--- config.mk ---
export PLATFORM = sky130hd
export DESIGN_NAME = ram_rr_arbiter
export DESIGN_NICKNAME = d
export VERILOG_FILES = /design/src/rtl/ram_rr_arbiter.sv
export SDC_FILE = /design/constraint.sdc
export NUM_CORES = 1
export LEC_CHECK = 0
export ABC_AREA = 0
export CAP_MARGIN = 15
export CELL_PAD_IN_SITES_DETAIL_PLACEMENT = 0
export CELL_PAD_IN_SITES_GLOBAL_PLACEMENT = 1
export CORE_AREA = 2 2 85 128
export DETAILED_ROUTE_END_ITERATION = 7
export DIE_AREA = 0 0 87 130
export GPL_ROUTABILITY_DRIVEN = 0
export PLACE_DENSITY_LB_ADDON = 0.1
export SYNTH_ARGS = -nofsm -noshare
export SYNTH_HDL_FRONTEND = slang
export SYNTH_SLANG_ARGS = --single-unit
--- constraint.sdc ---
create_clock -name clk -period 4.48 [get_ports clk]
set_input_delay 0.672 -clock clk [delete_from_list [all_inputs] [get_ports clk]]
set_output_delay 0.672 -clock clk [all_outputs]
set_load 0.02 [all_outputs]
--- src/rtl/ram_rr_arbiter.sv ---
// Round-robin arbiter sharing one single-port 8-bit RAM among NCORES cores.
// Define ARB_LOCK_EN to add the per-core lock input that holds a grant across transactions.
module ram_rr_arbiter #(
    parameter int NCORES = 4,
    parameter int RD_LAT = 1
) (
    input  logic                  clk,
    input  logic                  rst_n,
    input  logic [NCORES-1:0]     req,
    input  logic [NCORES-1:0]     we,
    input  logic [NCORES*8-1:0]   addr,
    input  logic [NCORES*8-1:0]   wdata,
`ifdef ARB_LOCK_EN
    input  logic [NCORES-1:0]     lock,
`endif
    output logic [NCORES*8-1:0]   rdata,
    output logic [NCORES-1:0]     ack,
    output logic [7:0]            ram_addr,
    output logic [7:0]            ram_din,
    output logic                  ram_wren,
    input  logic [7:0]            ram_q,
    output logic                  busy,
    output logic [2:0]            grant_id
);

    generate
        if (NCORES < 2 || NCORES > 8 || RD_LAT < 1 || RD_LAT > 4) begin : g_bad_params
            $error("ram_rr_arbiter: NCORES must be 2..8 and RD_LAT 1..4");
        end
    endgenerate

    typedef enum logic [1:0] {IDLE, ISSUE, WAIT, ACK} state_t;

    state_t              state;
    logic [2:0]          ptr;
    logic [2:0]          start;
    logic [2:0]          sel;
    logic                found;
    logic                sel_we;
    logic [1:0]          cnt;
    logic [NCORES-1:0]   req_rot;
    logic [NCORES-1:0]   ack_oh;
    logic [NCORES*8-1:0] lane_mask;
    logic [NCORES*8-1:0] lane_q;

    function automatic logic [2:0] next_idx(input logic [2:0] i);
        return (i == 3'(NCORES - 1)) ? 3'd0 : i + 3'd1;
    endfunction

`ifdef ARB_LOCK_EN
    logic       lock_valid;
    logic [2:0] lock_owner;
    logic       owner_req;
    logic       lock_g;

    assign owner_req = |(req & (NCORES'(1) << lock_owner));
    assign lock_g    = |(lock & (NCORES'(1) << grant_id));
    // Starting the scan at the owner grants it if still requesting, else falls through to owner+1.
    assign start     = lock_valid ? lock_owner : ptr;
`else
    assign start     = ptr;
`endif

    assign req_rot   = NCORES'({req, req} >> start);
    assign sel_we    = |(we & (NCORES'(1) << sel));
    assign ack_oh    = NCORES'(1) << grant_id;
    assign lane_mask = {{(NCORES*8-8){1'b0}}, 8'hFF} << {grant_id, 3'b000};
    assign lane_q    = {{(NCORES*8-8){1'b0}}, ram_q} << {grant_id, 3'b000};

    always_comb begin
        int unsigned idx;
        idx   = 0;
        found = 1'b0;
        sel   = start;
        for (int unsigned k = 0; k < NCORES; k++) begin
            if (!found && |(req_rot & (NCORES'(1) << k))) begin
                found = 1'b1;
                idx   = 32'(start) + k;
                if (idx >= NCORES) idx = idx - NCORES;
                sel   = 3'(idx);
            end
        end
    end

    always_ff @(posedge clk) begin
        if (!rst_n) begin
            state    <= IDLE;
            ptr      <= '0;
            ack      <= '0;
            rdata    <= '0;
            ram_addr <= '0;
            ram_din  <= '0;
            ram_wren <= 1'b0;
            busy     <= 1'b0;
            grant_id <= '0;
            cnt      <= '0;
`ifdef ARB_LOCK_EN
            lock_valid <= 1'b0;
            lock_owner <= '0;
`endif
        end else begin
            ack <= '0;
            unique case (state)
                IDLE: begin
`ifdef ARB_LOCK_EN
                    if (lock_valid && !owner_req) begin
                        lock_valid <= 1'b0;
                        ptr        <= next_idx(lock_owner);
                    end
`endif
                    if (found) begin
                        grant_id <= sel;
                        ram_addr <= 8'(addr >> {sel, 3'b000});
                        ram_din  <= 8'(wdata >> {sel, 3'b000});
                        ram_wren <= sel_we;
                        busy     <= 1'b1;
                        state    <= ISSUE;
                    end
                end
                ISSUE: begin
                    ram_wren <= 1'b0;
                    if (ram_wren) begin
                        ack   <= ack_oh;
                        state <= ACK;
                    end else begin
                        cnt   <= 2'(RD_LAT - 1);
                        state <= WAIT;
                    end
                end
                WAIT: begin
                    if (cnt == '0) begin
                        rdata <= (rdata & ~lane_mask) | lane_q;
                        ack   <= ack_oh;
                        state <= ACK;
                    end else begin
                        cnt <= cnt - 2'd1;
                    end
                end
                ACK: begin
                    busy  <= 1'b0;
                    state <= IDLE;
`ifdef ARB_LOCK_EN
                    if (lock_g) begin
                        lock_valid <= 1'b1;
                        lock_owner <= grant_id;
                    end else begin
                        lock_valid <= 1'b0;
                        ptr        <= next_idx(grant_id);
                    end
`else
                    ptr <= next_idx(grant_id);
`endif
                end
                default: state <= IDLE;
            endcase
        end
    end

endmodule

Run 1, register map, names as in the netlist:
Other sequential cells in the stronger grey, the rest of the logic in the fainter grey.
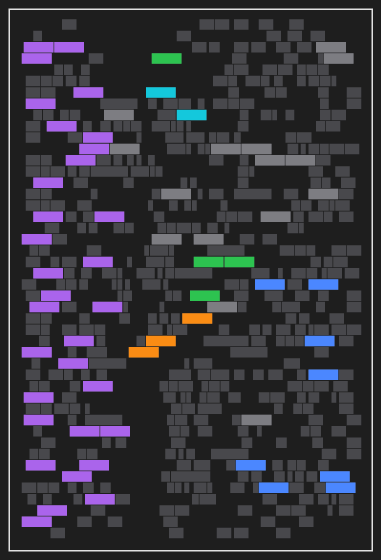
rdata -> purple  # sequential cells 32, where a vertical strip on the left
ptr -> orange  # sequential cells 3
ack -> green  # sequential cells 4, where middle
ram_addr -> blue  # sequential cells 8
state -> cyan  # sequential cells 2
not coloured = 15

Run 1, the clock network:
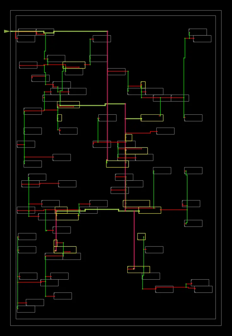
Num CTS Buffers: 9
final clock skew: 0.005113 ns
Skew-Pair Late Insertion Delay: 0.33 ns
number of clock sinks: 64

==> Slide: Implementation Results, run 1 <==
Physical Implementation Snapshot

Yosys
  • EDFF count, synth: 0
  • Largest logic family: AND-OR/OR-AND gates
  • Commonest cells post-synth: 64 x dfxtp_1, 41 x nor2b_1, 34 x and3_1
  • Biggest area cells: dfxtp_1 38%, nor2b_1 7.6%, a211oi_1 7.3%
  • Mux cell area share: about 2.4%
  • # Cells Yosys: roughly 370
  • Syn Inst Count: about 370
  • Synth async-reset ratio: 0%
  • Yosys xor share: 0%
  • Yosys reg bits: approximately 64
  • Syn Area/Cell: 9.126 sq um
  • Post-Syn Area: roughly 3400 sq um
  • Synth Warn #: 0
  • Synth cell types: between 40 and 50
  • Synth area leader: dfxtp_1
  • Synth Area in Simple Gates: roughly 24%
  • Max-area cell share: between 30% and 40%
  • Post-Synth AOI/OAI Area: between 20% and 30%
  • Adder Area Share: approximately 4.1%
  • Syn Nets: between 400 and 500

Floorplan
  • Die x size: between 80 and 90 um
  • Die y size: approximately 130 um
  • IO Count: between 100 and 150
  • DIE AREA: 11310 sq um
  • Well tap count: approximately 120

Drt
  • DR top layer: met4
  • Wl on met1: about 4300 um
  • Routed length on met2: approximately 5400 um
  • # DRC: 0
  • Met3 wire length: about 800 um
  • Drt pass-1 iters: 4
  • Via Count: approximately 3300
  • Initial drt markers: 94
  • Vias per cell: around 5.3
  • Detailed Route WL: about 11000 um

Cells and area
  • Fillers: around 1000
  • Share of layout cells above drive strength 1: ~6.5%
  • Top cell excl fill/tap: clkdlybuf4s50_1
  • Nets: between 500 and 600
  • FFs & Latches: 64
  • Layout area overhead: 50.52%
  • Clock buf/inv share: under 10%
  • Reg area: around 1300 sq um
  • Comb area share: a little under two fifths
  • Signal buf overhead: between 20% and 30%
  • Inverters: 11
  • Top class by area: logic gates

Clock network
  • Hold Buf Count CTS: 0
  • Max clock buf depth: 2
  • Root Buffer: clkbuf_16
  • H-tree Lvls: 3
  • CTS tree: yes
  • Post-cts sizing count: 0
  • Post-CTS Setup Inserts: 0

Global route
  • Routing usage on met1: approximately a fifth
  • Grt peak-use layer: met2
  • First-pass GRT wire length: around 17000 um
  • GR Util met2: 33.59%
  • Met3 Use GR: under 10%
  • Pin count of the biggest net entering global routing: ~47
  • Initial antenna violation count: 0
  • Overflow after GRT: 0

Setup path
  • R2R cell count: 7
  • CP Launch Type: input pin
  • Crit. End Element: flop
  • Worst R2R Setup Slack: 1.44 ns
  • Crit path DAT: approximately 3.4 ns
  • Crit path from: req[3]
  • R2r startpoint: ptr[0]$_SDFFE_PN0P_
  • CP peak stage delay: between 0.7 and 0.8 ns
  • Worst reg2reg endpoint: ram_addr[6]$_SDFFE_PN0P_
  • Worst EP required: ~4.7 ns
  • Peak fanout along the critical path: 18
  • Slowest cell on crit path: a22o_1
  • Crit Path Category: input pin to flop

Final timing
  • Final Hold Fails: 0
  • Final setup TNS: 0 ns
  • Final Max Tran Viols: 0
  • Slew margin rel.: between 40% and 50%
  • Fmax: ~320 MHz
  • Final period utilization: 70.03%
  • Least-Margin Pin Slew: approximately 0.79 ns
  • Worst setup slack after layout: around 1.3 ns
  • Min cycle time layout: 3.137 ns
  • Unrepaired setup endpoints after global routing: false
  • # setup viols final: 0

Pwr
  • P_comb: ~0.0012 W
  • Lkg Pwr: 1.836 nW
  • Clock share of power: 26.1%
  • Combinational share of power: a little over two fifths
  • Sw frac: between 30% and 40%
  • Max IR drop VDD: 238.9 uV
  • Total chip power: 0.002663 W
  • Clock group power: roughly 0.00070 W
  • Sequential group share of total power: between 20% and 30%
  • Power Dens Cells: about 520 nW/um^2
  • Top Consumer: combinational logic

Run
  • Tool warnings: 34
  • Max-cap violation count: 0

Placed design
  • DPL Wire Length: between 7000 and 8000 um
  • Dpl cell area: roughly 4800 sq um
  • PortBufs: approximately 140
  • Post-Place Worst Slack: between 0.9 and 1 ns

Hold path
  • WHS Endpoint: ram_din[5]$_SDFFE_PN0P_
  • Hold crit path type: flop to flop
  • Min-delay src: ram_din[5]$_SDFFE_PN0P_

Run status
  • Status: finished, final reports clean
Run 1, selected gate families:
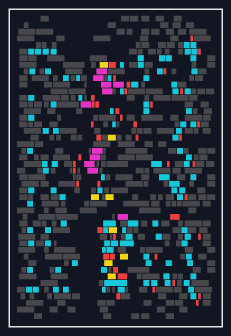
mux cells -> yellow  # cells 8
nand cells -> red  # cells 42
aoi and oai cells -> cyan  # cells 106, where widely spread
fa/ha/maj cells -> magenta  # cells 11

Run 1, placed cells, one colour a class:
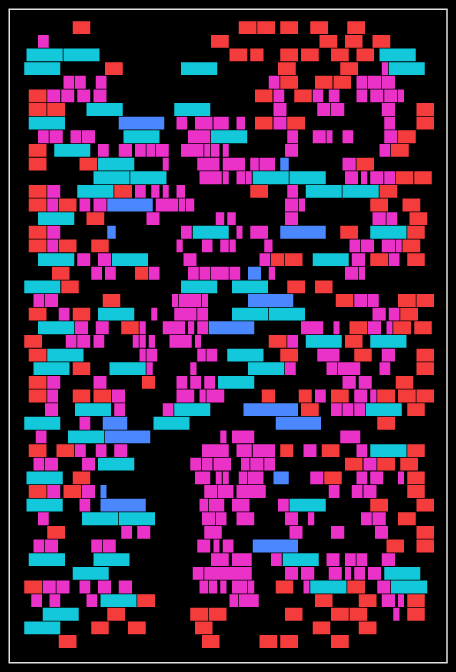
registers -> cyan  # cells 64
remaining logic cells -> magenta  # cells 281
clock drivers and dummy loads -> blue  # cells 16
remaining buffers and delay cells -> red  # cells 145
row count: 46
fin area: 5096 sq um
core footprint: 10300 sq um
Final Util: 49.47%
Seq area share: 25.14%

[run 1: worst max-delay path: cells and delay by family]
kind / cells / cell delay (ns)
and+or+nand+nor: 2 / 0.52
AOI/OAI and AO/OA: 5 / 1.58
buffers and inverters: 1 / 0.58
[run 1: registers in the layout, summed over array words and instances (netlist names)]
register  cells
rdata        32
busy          1
ram_addr      8
cnt           2
grant_id      3
ack           4
ram_wren      1
ram_din       8
state         2
ptr           3
[run 1: through the flow]
stage | instances | hold WS (ns)
6_report | 626 | 0.4519
2_1_floorplan | 371 | 0.4791
4_1_cts | 626 | 0.4524
3_3_place_gp | 610 | 0.4345
3_5_place_dp | 610 | 0.4390
5_1_grt | 626 | 0.4672
## Run 2: what changed since run 1
--- a/config.mk
+++ b/config.mk
@@ -9,9 +9,9 @@
 export CAP_MARGIN = 15
 export CELL_PAD_IN_SITES_DETAIL_PLACEMENT = 0
 export CELL_PAD_IN_SITES_GLOBAL_PLACEMENT = 1
-export CORE_AREA = 2 2 85 128
+export CORE_AREA = 2 2 93 140
 export DETAILED_ROUTE_END_ITERATION = 7
-export DIE_AREA = 0 0 87 130
+export DIE_AREA = 0 0 95 142
 export GPL_ROUTABILITY_DRIVEN = 0
 export PLACE_DENSITY_LB_ADDON = 0.1
 export SYNTH_ARGS = -nofsm -noshare
==> constraint.sdc (replaced) <==
create_clock -name clk -period 2.8 [get_ports clk]
set_input_delay 0.42 -clock clk [delete_from_list [all_inputs] [get_ports clk]]
set_output_delay 0.42 -clock clk [all_outputs]
set_load 0.02 [all_outputs]
Run 2, routed clock nets over the placement:
The bar under the picture is 20 um long.
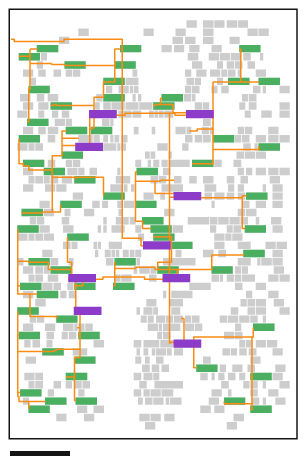
clock wires -> orange  # length 1070 um
clock-net drivers -> purple  # count 9
flip-flops -> green  # count 64
flops lie = widely spread
clock share of power: 25.2%
final clock skew: 0.005702 ns

Run 2, register map, names as in the netlist:
Other sequential cells in the stronger grey, the rest of the logic in the fainter grey.
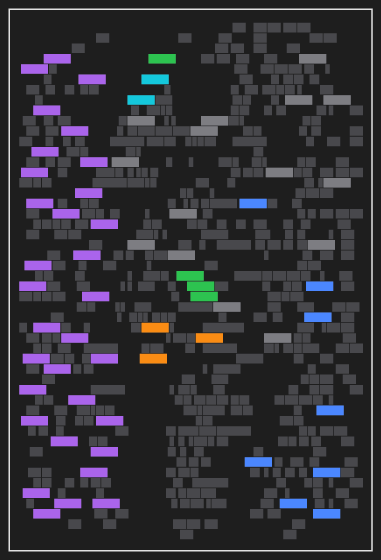
ptr -> orange  # sequential cells 3
ram_addr -> blue  # sequential cells 8
ack -> green  # sequential cells 4, where middle
state -> cyan  # sequential cells 2
rdata -> purple  # sequential cells 32, where a vertical strip on the left
Reg area: 1281 sq um
Seq group: 0.00126 W
Final Util: 43.62%
Seq area share: 23.83%

==> run 2 against run 1 <==
  * Global-route usage shrank 1.7 points
  * Core utilization is 5.8 points lower
  * Cell count grew 9.4%
  * Non-clock buffer count up 23
  * Clock skew up 0.00059 ns
  * Via count increased by 3.1%
  * Largest power group unchanged
  * Final area up 5.5%
  * First-iteration DRC count grew 48%
  * Highest routed layer unchanged
  * Synthesized cell count unchanged
  * Sequential power rose by 58%
  * Setup slack worse by 1.1 ns
==> Slide: Implementation Results, run 2 <==
Physical Implementation Snapshot

Run status
  • Status: finished, final reports clean

Placed design
  • PortBufs: 138
  • Post-Place Worst Slack: -0.1028 ns
  • Placed cells: between 600 and 700
  • DPL Wire Length: approximately 8600 um
  • Dpl cell area: roughly 5100 sq um

Yosys
  • Yosys xor share: 0%
  • Largest logic family: AND-OR/OR-AND gates
  • Synth Warn #: 0
  • Most common reg cell: dfxtp_1
  • Synth Area in Simple Gates: roughly a quarter
  • Synth Seq Share: 37.84%
  • # Cells Yosys: between 300 and 400
  • Synth area leader: dfxtp_1
  • Synth cell types: 48
  • Syn Area/Cell: 9.126 sq um
  • Biggest area cells: dfxtp_1 38%, nor2b_1 7.6%, a211oi_1 7.3%
  • Adder Area Share: under 10%
  • Mux cell area share: 2.365%
  • Post-Syn Area: between 3000 and 4000 sq um
  • Yosys reg bits: between 60 and 70
  • Most frequent cell after synthesis: dfxtp_1
  • Post-Synth AOI/OAI Area: 25.24%
  • Yosys stat area: 3386 sq um
  • Syn Inst Count: 371
  • Max-area cell share: 37.84%
  • Commonest cells post-synth: 64 x dfxtp_1, 41 x nor2b_1, 34 x and3_1
  • EDFF count, synth: 0
  • Synth async-reset ratio: 0%
  • Syn Nets: 464

Drt
  • Initial drt markers: around 140
  • Wirelength per Cell: 16.78 um
  • Met3 wire length: roughly 900 um
  • Routed length on met2: ~5800 um
  • Detailed Route WL: ~11000 um
  • DR top layer: met4
  • ANT nets after route: 0
  • Vias per cell: 4.994
  • Wl on met1: between 4000 and 5000 um
  • # DRC: 0
  • Drt pass-1 iters: 4
  • Via Count: 3421

Cells and area
  • Nets: between 600 and 700
  • Buffers excl. clock: about 170
  • Fin area: 5376 sq um
  • Largest registers: rdata x32, ram_addr x8, ram_din x8
  • Signal buf overhead: a little under a third
  • FFs & Latches: 64
  • Top class by area: logic gates
  • Comb_multi_in: roughly 270
  • Inverters: 11
  • Multi-input logic area: between 1500 and 2000 sq um
  • Clock buf/inv share: 5.562%
  • Share of layout cells above drive strength 1: 10.59%
  • Fillers: around 1200
  • Top cells excl fill/tap: 138 x clkdlybuf4s50_1, 64 x dfxtp_1, 41 x nor2b_1, 34 x and3_1, 33 x a211oi_1
  • Clock buf count: 11
  • Layout area overhead: 58.80%
  • Max reg flops: 32
  • # diodes: 0
  • Largest Register: rdata

Setup path
  • Critical-path cell list: inv_1 -> o311ai_4 -> a21oi_2 -> or3_1 -> buf_4 -> buf_4 -> and3_1 -> a211oi_1 -> o31ai_1
  • Crit Path Category: flop to flop
  • Worst path top cell family by delay: AND-OR/OR-AND gates
  • Most common cell on crit path: buf_4
  • Crit path DAT: between 2 and 3 ns
  • Crit. End Element: flop
  • Peak fanout along the critical path: 11
  • CP peak stage delay: around 0.56 ns
  • Worst path bufs/invs: 3
  • Worst EP required: 3.00 ns
  • CP Launch Type: flop
  • Slowest cell on crit path: dfxtp_1

Clock network
  • Max clock buf depth: 2
  • Num CTS Buffers: 9
  • Hold Buf Count CTS: 0
  • Number of clock sinks: approximately 64
  • CTS tree: yes
  • Post-cts sizing count: 0
  • Root Buffer: clkbuf_16
  • H-tree Lvls: 3
  • Skew-Pair Late Insertion Delay: ~0.33 ns
  • Post-CTS Setup Inserts: 0
  • Clock transition at path regs: roughly 0.05 ns

Floorplan
  • Die y size: between 100 and 150 um
  • DIE AREA: about 13000 sq um
  • Row count: about 50
  • IO Count: ~140
  • Core footprint: between 10000 and 15000 sq um
  • FP Util: between 20% and 30%
  • Well tap count: about 160
  • Die x size: 95 um

Global route
  • Met3 Use GR: ~5.3%
  • Overflow after GRT: 0
  • Initial antenna violation count: 0
  • GR Util met2: a little over 30%
  • Vias in the first global route: about 3500
  • Pin count of the biggest net entering global routing: 31
  • First-pass GRT wire length: 17820 um
  • Grt peak-use layer: met2
  • Routing usage on met1: 17.83%
  • Tot GR Track Use: about 17%

Run
  • Tool warnings: 34
  • Max-cap violation count: 0

Final timing
  • Final Max Tran Viols: 0
  • Final setup TNS: 0 ns
  • Least-Margin Pin Slew: between 0.6 and 0.7 ns
  • # setup viols final: 0
  • Min cycle time layout: between 2 and 3 ns
  • Fmax: roughly 390 MHz
  • Worst hold slack: roughly 0.45 ns
  • Unrepaired setup endpoints after global routing: false
  • Slew margin rel.: 59.40%
  • Final Hold Fails: 0
  • Worst setup slack after layout: 0.2364 ns
  • Final period utilization: ~92%

Pwr
  • P_comb: between 0.002 and 0.0025 W
  • Top Consumer: combinational logic
  • Max IR drop VDD: 406.0 uV
  • Power Dens Cells: around 840 nW/um^2
  • Total chip power: 0.004502 W
  • Clock group power: between 0.001 and 0.0015 W
  • Sequential group share of total power: between 20% and 30%
  • Sw power: about 0.0016 W
  • Internal power: about 0.0029 W
  • Combinational share of power: a little under half
  • Lkg Pwr: about 2 nW
  • Sw frac: between 30 and 40%

Hold path
  • Hold crit path type: flop to flop
Run 2, selected gate families:
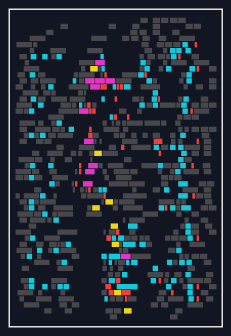
nand cells -> red  # cells 42
mux cells -> yellow  # cells 8
fa/ha/maj cells -> magenta  # cells 11
aoi and oai cells -> cyan  # cells 106, where widely spread
Comb area share: 35.16%
Final Non-Filler Cells: 685
Top cell excl fill/tap: clkdlybuf4s50_1

[run 2: cell types whose count changed in the layout (fill, tap and decap cells not counted)]
cell    before  now
buf_12       0    5
buf_4        7   25
[run 2: worst paths after layout]
| path | startpoint | endpoint | slack, ns | cells past startpoint |
|---|---|---|---|---|
| setup / recovery | ptr[0]$_SDFFE_PN0P_ | ram_addr[5]$_SDFFE_PN0P_ | 0.24 | 9 |
| hold / removal | ram_addr[0]$_SDFFE_PN0P_ | ram_addr[0]$_SDFFE_PN0P_ | 0.45 | 2 |
| setup reg to reg | ptr[0]$_SDFFE_PN0P_ | ram_addr[5]$_SDFFE_PN0P_ | 0.24 | 9 |
| hold reg to reg | ram_addr[0]$_SDFFE_PN0P_ | ram_addr[0]$_SDFFE_PN0P_ | 0.45 | 2 |
No activity file was given, so power comes from the tool's default toggle rates.
